Nets reached from selected ports:
(4 px per um)
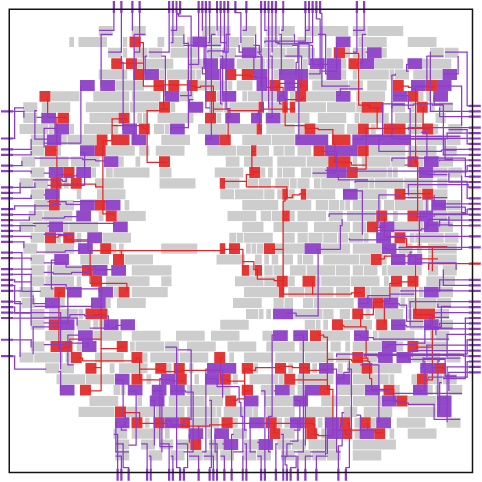
Wire density map:
(3 px per um) The die is cut into 23 by 23 equal tiles; white is low, dark blue is high, scaled to the fullest tile. Values are wire area over tile area, all layers added.
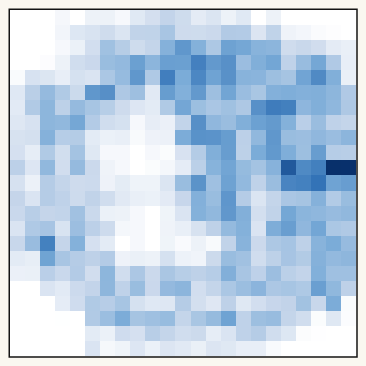
Clock wires, drivers and flops:
(4 px per um)
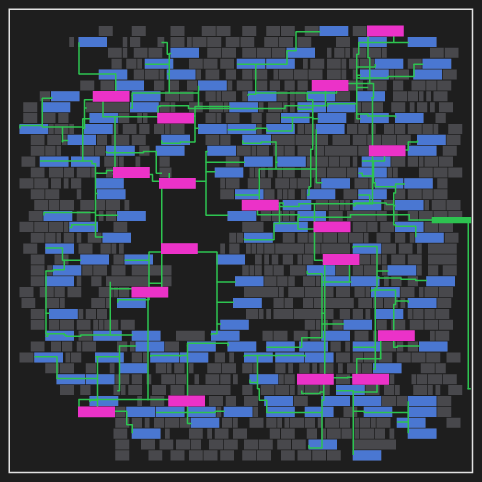
Routing congestion:
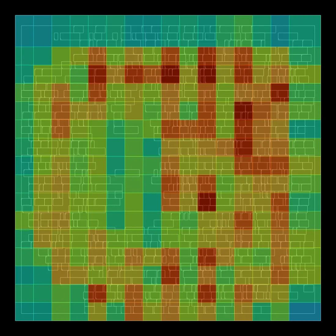
File: src/rtl/hex_seq_pkg.sv
// Shared definitions for the hex block sequencer: state encoding, control
// characters and the default block width.
package hex_seq_pkg;

    localparam int unsigned DEF_DATA_W = 128;

    localparam logic [7:0] ASCII_CR = 8'h0D;
    localparam logic [7:0] ASCII_LF = 8'h0A;

    typedef enum logic [1:0] {
        ST_IDLE = 2'd0,
        ST_SEND = 2'd1,
        ST_CR   = 2'd2,
        ST_LF   = 2'd3
    } state_t;

endpackage

File: src/rtl/hex_ascii.sv
// Combinational nibble to uppercase ASCII hex digit converter.
module hex_ascii (
    input  logic [3:0] nib,
    input  logic       unused_tie,
    output logic [7:0] ascii
);

    logic unused;

    always_comb begin
        unused = unused_tie;
        ascii  = '0;
        if (nib < 4'hA) begin
            ascii = {4'h3, nib};
        end else begin
            ascii = 8'h37 + {4'h0, nib};
        end
    end

endmodule

File: src/rtl/hex_block_tx_seq.sv
// Prints one DATA_W-bit block as uppercase ASCII hex, MS nibble first, over a
// valid/ready byte interface. Define HEX_SEQ_CRLF_EN to append CR LF per block.
module hex_block_tx_seq
    import hex_seq_pkg::*;
#(
    parameter int unsigned DATA_W = DEF_DATA_W,
    parameter int unsigned NIB_W  = 4,
    parameter int unsigned CNT_W  = 5
) (
    input  logic              clk,
    input  logic              rst,
    input  logic              blk_valid,
    input  logic [DATA_W-1:0] blk_data,
    output logic              blk_ready,
    output logic              char_valid,
    output logic [7:0]        char_data,
    input  logic              char_ready,
    output logic              busy,
    output logic              done
);

    state_t             state;
    logic [DATA_W-1:0]  shift;
    logic [DATA_W-1:0]  shift_nxt;
    logic [CNT_W-1:0]   cnt;
    logic [7:0]         nib_ascii;
    logic               char_acc;

    // The converter looks at the value the shift register is about to take,
    // so char_data can be registered in the same edge as the load/shift.
    always_comb begin
        shift_nxt = {shift[DATA_W-NIB_W-1:0], {NIB_W{1'b0}}};
        if (state == ST_IDLE) begin
            shift_nxt = blk_data;
        end
    end

    assign char_acc = char_valid && char_ready;

    hex_ascii u_ascii (
        .nib        (shift_nxt[DATA_W-1 -: NIB_W]),
        .unused_tie (1'b0),
        .ascii      (nib_ascii)
    );

    always_ff @(posedge clk) begin
        if (rst) begin
            state      <= ST_IDLE;
            shift      <= '0;
            cnt        <= '0;
            blk_ready  <= 1'b0;
            char_valid <= 1'b0;
            char_data  <= '0;
            busy       <= 1'b0;
            done       <= 1'b0;
        end else begin
            done <= 1'b0;
            case (state)
                ST_IDLE: begin
                    blk_ready <= 1'b1;
                    if (blk_valid && blk_ready) begin
                        shift      <= shift_nxt;
                        cnt        <= CNT_W'(DATA_W / NIB_W - 1);
                        char_data  <= nib_ascii;
                        char_valid <= 1'b1;
                        busy       <= 1'b1;
                        blk_ready  <= 1'b0;
                        state      <= ST_SEND;
                    end
                end
                ST_SEND: begin
                    if (char_acc) begin
                        shift <= shift_nxt;
                        if (cnt == '0) begin
`ifdef HEX_SEQ_CRLF_EN
                            char_data <= ASCII_CR;
                            state     <= ST_CR;
`else
                            char_valid <= 1'b0;
                            char_data  <= '0;
                            busy       <= 1'b0;
                            blk_ready  <= 1'b1;
                            done       <= 1'b1;
                            state      <= ST_IDLE;
`endif
                        end else begin
                            cnt       <= cnt - CNT_W'(1);
                            char_data <= nib_ascii;
                        end
                    end
                end
`ifdef HEX_SEQ_CRLF_EN
                ST_CR: begin
                    if (char_acc) begin
                        char_data <= ASCII_LF;
                        state     <= ST_LF;
                    end
                end
                ST_LF: begin
                    if (char_acc) begin
                        char_valid <= 1'b0;
                        char_data  <= '0;
                        busy       <= 1'b0;
                        blk_ready  <= 1'b1;
                        done       <= 1'b1;
                        state      <= ST_IDLE;
                    end
                end
`endif
                default: state <= ST_IDLE;
            endcase
        end
    end

endmodule

File: config.mk
export PLATFORM = sky130hd
export DESIGN_NAME = hex_block_tx_seq
export DESIGN_NICKNAME = d
export VERILOG_FILES = /design/src/rtl/hex_seq_pkg.sv /design/src/rtl/hex_ascii.sv /design/src/rtl/hex_block_tx_seq.sv
export SDC_FILE = /design/constraint.sdc
export NUM_CORES = 1
export LEC_CHECK = 0
export CAP_MARGIN = 20
export CORE_MARGIN = 2
export CORE_UTILIZATION = 50
export DETAILED_ROUTE_END_ITERATION = 10
export PLACE_DENSITY = 0.9
export SLEW_MARGIN = 20
export SYNTH_ARGS = -nofsm -noshare
export SYNTH_HDL_FRONTEND = slang
export SYNTH_SLANG_ARGS = --single-unit
File: constraint.sdc
create_clock -name clk -period 1.6 [get_ports clk]
set_input_delay 0.16 -clock clk [delete_from_list [all_inputs] [get_ports clk]]
set_output_delay 0.16 -clock clk [all_outputs]
set_load 0.005 [all_outputs]
==> run summary <==
Results of the full flow below.

Placed design:
- The final weighted congestion recorded by global placement is 0.838.
- The run puts the post-detailed-placement cell area at 7760 um2.
- STA on the placed design reports a worst setup slack of -219 ps.

Setup path:
- The worst setup path is captured at a flop.
- For reference, the critical path is launched at busy.
- STA shows the worst reg2reg path with a cell count of 7.
- The run gives the required time of the critical path as 1900 ps.
- Per STA, the worst path is made up of buf_12 > buf_4 > mux2i_2 > a21oi_2 > xnor2_1 > a22oi_1 > nor2_1.
- STA classifies the critical path startpoint as a flop.
- The run gives the critical path endpoint as char_data[0].

Finish:
- The run gives the number of multi-input combinational cells in the layout as 431.
- The run gives the number of clock-tree buffers in the layout as 19.
- After layout, the inverter instance count without clock inverters stands at 3.
- More flip-flops sit in one register than any other, and that register is shift.
- In the final layout, the share of cells above drive strength 1 is 0.110.
- The layout report lists the combined flip-flop and latch area as 2790 um2.
- The run puts the area occupied by multi-input gates at 3110 um2.
- The run gives the fraction of area in clock buffers and inverters as 0.0724.
- The run puts the flip-flop count of the largest register, all copies and words added at 124.
- The run gives the flop count as 139.
- The run puts the final antenna diode count at 0.

Global route:
- The run puts the routing usage on met3 at 0.0607.
- The run puts the global-route track usage on met2 at 0.367.
- The run gives the met1 track demand over resource in global routing as 0.271.

Synthesis:
- The run puts the total of flip-flops plus latches after synthesis at 139.
- For reference, the top cells by count after synthesis are dfxtp_1 (139), nor2_1 (135), a211oi_1 (122), mux2i_1 (122), buf_2 (19).
- The run puts the post-synthesis cell count from yosys at 631.
- Among all flip-flop cells after synthesis, the most frequent one is dfxtp_1.
- The run puts the summed instance area of the synthesized netlist at 6210 um2.
- The run gives the sequential share of the synthesized area as 0.448.

Hold path:
- The worst hold path passes through 3 cells.

Final timing:
- The run gives the final worst slack as 0.00511 ps.
- The run puts the final max-slew violation count at 0.
- The run gives the highest clock frequency the design can meet as 625 MHz.
- The run puts the final setup violation count at 0.
- Between clock sinks in the finished design, the worst skew comes to 13.3 ps.
- The final timing summary puts the cycle share of the worst path at 1.00.
- The run gives the final worst hold slack as 238 ps.

Power:
- The run gives the combinational power share as 0.192.
- The run gives the design internal power as 0.00749 W.
- The run gives the power after layout as 0.0101 W.
- The run puts the fraction of power spent switching nets at 0.259.

Outcome:
- The run finished with clean final reports.

Clock network:
- TritonCTS built the clock tree.
- The run gives the total CTS buffers as 17.
- In this run the post-CTS setup repair buffer count came out at 5.
- The run puts the number of buffers on the longest clock path at 2.

Route:
- The run gives the number of routed nets with antenna violations as 0.

Floorplanning:
- The run puts the number of core rows at 40.
- The run puts the overall die height at 115 um.
Notes on 'nets reached from selected ports' above:
color	port	bits	direction	edge	end cells	buffers	wire
red	rst	1	input	right	139	3	1,060 um
purple	blk_data	128	input	40 right, 31 top, 29 left, 28 bottom	129	128	3,330 um
count of port buffers added during placement: 142
number of ports placed on the die boundary: 144

Notes on 'wire density map' above:
densest ninth of the die	right middle
nearly empty tiles	11%
tiles over half the peak	11%
mean over tiles	0.18
overall global routing resource usage: 0.222
final routed wirelength across all metal layers: 15,000 um
vias after detailed routing: 5,125
WL per Instance: 15.9 um

Notes on 'clock wires, drivers and flops' above:
[blue] flip-flops | count: 139
[green] clock wires | length: 1,710 um
[magenta] clock-net drivers | count: 17
flops lie	spread over the die
routed clock nets	18

Notes on 'routing congestion' above:
Top Usage Layer GRT: met2
post-route core utilization: 0.706

power by group through the flow:
stage | Combinational [W] | Sequential (W) | Clock (W)
2_1_floorplan | 0.00123 | 0.00407 | 0
3_3_place_gp | 0.00174 | 0.00412 | 0
3_5_place_dp | 0.00183 | 0.00414 | 0
4_1_cts | 0.00187 | 0.00406 | 0.00415
5_1_grt | 0.00212 | 0.00411 | 0.00431
6_report | 0.00194 | 0.00407 | 0.00411
cell families (layout without fill, tap and decap cells):
logic type	Yosys count	after routing	synth area share
simple gates	154	155	0.101
compound gates	145	145	0.172
flops	139	139	0.448
mux	125	125	0.204
buf+inv	62	210	0.0651
xor+xnor	3	3	0.00423
fa+ha+maj	2	2	0.00403
other cells	1	1	0.000604
Power is estimated from default activity; no workload was simulated.
